File: src/rtl/switches_if.sv
// CPU/memorio read bus for the DIP switch peripheral: chip-select, read strobe,
// register address and the registered read data returned by the block.
interface switches_if;
  logic        switchread;
  logic        switchcs;
  logic [1:0]  switchaddr;
  logic [31:0] switchrdata;

  modport master (
    output switchread,
    output switchcs,
    output switchaddr,
    input  switchrdata
  );

  modport slave (
    input  switchread,
    input  switchcs,
    input  switchaddr,
    output switchrdata
  );
endinterface

File: src/rtl/switches.sv
// DIP switch input peripheral: 2-flop synchronizer, whole-vector debounce,
// sticky read-to-clear change flag and a registered memory-mapped read port.
module switches #(
  parameter int SW_WIDTH        = 24,
  parameter int DEBOUNCE_CYCLES = 1000000
) (
  input  logic                switch_clk,
  input  logic                switchrst_n,
  input  logic [SW_WIDTH-1:0] switch_i,
  switches_if.slave           bus
);

  localparam int               CNT_W       = (DEBOUNCE_CYCLES < 1) ? 1 : $clog2(DEBOUNCE_CYCLES + 1);
  localparam logic [CNT_W-1:0] CNT_MAX     = CNT_W'(DEBOUNCE_CYCLES);
  localparam logic [1:0]       ADDR_IMAGE  = 2'b00;
  localparam logic [1:0]       ADDR_STATUS = 2'b10;

  logic [SW_WIDTH-1:0] r_sync1;
  logic [SW_WIDTH-1:0] r_sync2;
  logic [SW_WIDTH-1:0] r_cand;
  logic [CNT_W-1:0]    r_cnt;
  logic [SW_WIDTH-1:0] r_stable;
  logic                r_changed;
  logic [31:0]         r_rdata;

  logic                w_cand_differs;
  logic                w_settled;
  logic                w_update;
  logic                w_rd_acc;
  logic                w_rd_status;
  logic [31:0]         w_rdata_nxt;

  // The candidate is accepted only once the counter has saturated with the
  // synchronized input still matching it.
  assign w_cand_differs = (r_sync2 != r_cand);
  assign w_settled      = !w_cand_differs && (r_cnt == CNT_MAX);
  assign w_update       = w_settled && (r_cand != r_stable);
  assign w_rd_acc       = bus.switchcs && bus.switchread;
  assign w_rd_status    = w_rd_acc && (bus.switchaddr == ADDR_STATUS);

  always_comb begin
    w_rdata_nxt = 32'h0;
    case (bus.switchaddr)
      ADDR_IMAGE:  w_rdata_nxt = 32'(r_stable);
      ADDR_STATUS: w_rdata_nxt = {31'h0, r_changed};
      default:     w_rdata_nxt = 32'h0;
    endcase
  end

  always_ff @(posedge switch_clk or negedge switchrst_n) begin
    if (!switchrst_n) begin
      r_sync1 <= '0;
      r_sync2 <= '0;
    end else begin
      r_sync1 <= switch_i;
      r_sync2 <= r_sync1;
    end
  end

  always_ff @(posedge switch_clk or negedge switchrst_n) begin
    if (!switchrst_n) begin
      r_cand <= '0;
      r_cnt  <= '0;
    end else if (w_cand_differs) begin
      r_cand <= r_sync2;
      r_cnt  <= '0;
    end else if (r_cnt < CNT_MAX) begin
      r_cnt  <= r_cnt + CNT_W'(1);
    end
  end

  always_ff @(posedge switch_clk or negedge switchrst_n) begin
    if (!switchrst_n) begin
      r_stable <= '0;
    end else if (w_update) begin
      r_stable <= r_cand;
    end
  end

  // A new acceptance outranks a status read on the same edge so no event is lost.
  always_ff @(posedge switch_clk or negedge switchrst_n) begin
    if (!switchrst_n) begin
      r_changed <= 1'b0;
    end else if (w_update) begin
      r_changed <= 1'b1;
    end else if (w_rd_status) begin
      r_changed <= 1'b0;
    end
  end

  always_ff @(posedge switch_clk or negedge switchrst_n) begin
    if (!switchrst_n) begin
      r_rdata <= 32'h0;
    end else if (w_rd_acc) begin
      r_rdata <= w_rdata_nxt;
    end
  end

  assign bus.switchrdata = r_rdata;

endmodule

File: src/flat_wrapper.sv
// flat-port wrapper written by rule: the top's interface ports become plain ports
module switches_flat 
#(
  parameter int SW_WIDTH        = 24,
  parameter int DEBOUNCE_CYCLES = 1000000
)
  (switch_clk, switchrst_n, switch_i, bus_switchread, bus_switchcs, bus_switchaddr, bus_switchrdata);
  switches_if bus_i ();
  input  logic switch_clk;
  input  logic switchrst_n;
  input  logic [SW_WIDTH-1:0] switch_i;
  input wire logic [$bits(bus_i.switchread)-1:0] bus_switchread;
  input wire logic [$bits(bus_i.switchcs)-1:0] bus_switchcs;
  input wire logic [$bits(bus_i.switchaddr)-1:0] bus_switchaddr;
  output wire logic [$bits(bus_i.switchrdata)-1:0] bus_switchrdata;
  assign bus_i.switchread = bus_switchread;
  assign bus_i.switchcs = bus_switchcs;
  assign bus_i.switchaddr = bus_switchaddr;
  assign bus_switchrdata = bus_i.switchrdata;
  switches #(.SW_WIDTH(SW_WIDTH), .DEBOUNCE_CYCLES(DEBOUNCE_CYCLES)) u_core (.switch_clk(switch_clk), .switchrst_n(switchrst_n), .switch_i(switch_i), .bus(bus_i));
endmodule
File: config.mk
export PLATFORM = sky130hd
export DESIGN_NAME = switches_flat
export DESIGN_NICKNAME = d
export VERILOG_FILES = /design/src/rtl/switches_if.sv /design/src/rtl/switches.sv /design/src/flat_wrapper.sv
export SDC_FILE = /design/constraint.sdc
export NUM_CORES = 1
export LEC_CHECK = 0
export CAP_MARGIN = 20
export CORE_ASPECT_RATIO = 0.9
export CORE_MARGIN = 2
export CORE_UTILIZATION = 50
export CTS_BUF_LIST = sky130_fd_sc_hd__clkbuf_8
export DETAILED_ROUTE_END_ITERATION = 12
export HOLD_SLACK_MARGIN = 0.1
export PLACE_DENSITY_LB_ADDON = 0.2
export SYNTH_ARGS = -nofsm -noshare
export SYNTH_HDL_FRONTEND = slang
export SYNTH_SLANG_ARGS = --single-unit
File: constraint.sdc
create_clock -name switch_clk -period 4.5 [get_ports switch_clk]
set_clock_uncertainty 0.2 [all_clocks]
set_input_delay 0.9 -clock switch_clk [delete_from_list [all_inputs] [get_ports switch_clk]]
set_output_delay 0.9 -clock switch_clk [all_outputs]
set_load 0.01 [all_outputs]
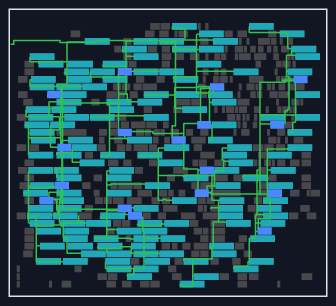
**Above:** clock network drawn from the DEF.
- flip-flops: cyan (count 141)
- clock drivers: blue (count 17)
- clock wires: green (length 1550 um)
- flops lie: all over the die

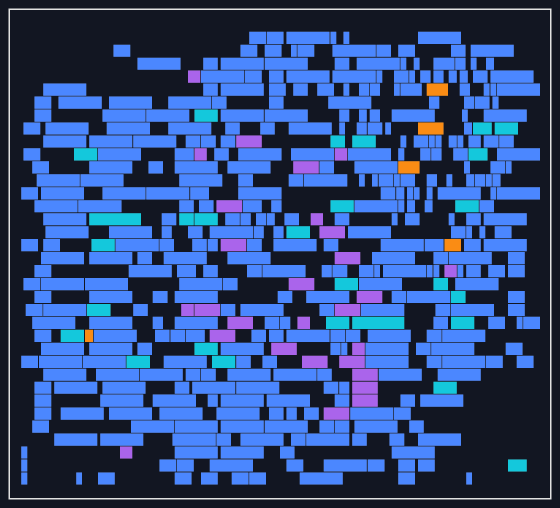
**Above:** cells by drive strength.
- _0 and _1 cells: blue (cells 384; most used dfrtp_1)
- _3 and _4 cells: purple (cells 28; most used mux2_4)
- _2 cells: orange (cells 5)
- _6 and larger: cyan (cells 27; most used clkbuf_8)
final worst setup slack: 1.56 ns
P&R area growth vs syn: 17.7%

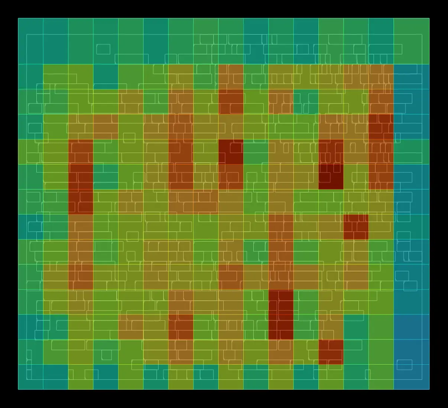
**Above:** routing congestion map.
Overall Global Routing Usage: 17.9%
Final Util: 61.0%
grt met1 use: 23.5%
global routing usage on met3: 5.34%
drt wl/cell: 16.2 um

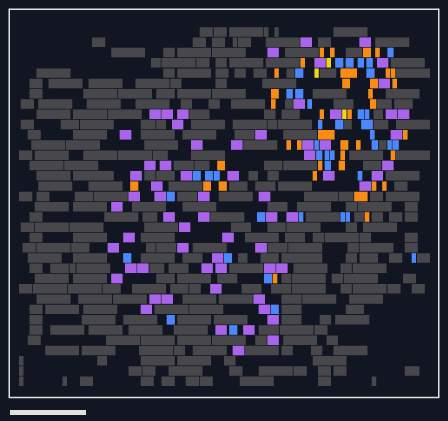
**Above:** selected gate families.
Scale bar: 20 um.
- inv cells: yellow (cells 3)
- nand cells: blue (cells 40)
- nor cells: orange (cells 38)
- xor and xnor cells: purple (cells 66)
Final Non-Filler Cells: 573
most numerous logic cell after layout: dfrtp_1
Comb/total area: 26.2%

==> out/results.ini <==
[status]
status = completed

[worst_hold_path]
hold_path_class = flip-flop to flip-flop
min-delay-start = u_core.r_sync1[15]
hold_depth = 0

[setup_path]
startpoint_type = flip-flop
crit_path_frequent_cell = buf_4
crit_chain = xnor2_1, nand4_1, nor4_1, nand3_1, buf_4, a211o_1, buf_4, mux2_1
slowest_delay_ns = 0.53
crit_start = u_core.r_cand[10]
r2r-start = u_core.r_cand[10]
crit_fanout = 21
worst-path-buf-inv = 2

[die]
die_h_um = 102
taps = 129
fp-row-count = 35
core-area_sq_um = 10400

[grt]
grt_pass1_wl_um = 15500
antenna_found_initial = 0
grt_util_met2_pct = 27.8
grt-busiest-layer = met2

[final_layout]
ff_latch_area_sq_um = 3530
n_fill_cell = 837
buffer_area_share_pct = 8.99
n_antenna_cell = 0
layout-drive-gt1-share_pct = 13.5
fin_nets = 464

[placement]
place_inst = 542
hpwl_um = 6290

[yosys]
avgSynthCellArea_sq_um = 13.8
synth.distinct_cells = 30
edf_count = 0
yosysMostFrequentCell = dfrtp_1
simple_gate_share_pct = 7.68
ys_cells = 389
yosys.area.top_type = dfrtp_1

[power]
p_switching_uw = 573
internal_power_uw = 1860
pg_comb_uw = 94.1
p_leak_uw = 0.00280

[final_timing]
rsz0062_at_grt = no
finalHoldViolCount = 0
fmax_mhz = 340
hold-worst-slack_ns = 0.151

[route]
top_layer = met4
routed_wl_um = 9270
wl_met2_um = 4390
met1_length_um = 4340

[flow_run]
cap_violations = 0

[clocking]
cts_root_buf = clkbuf_8

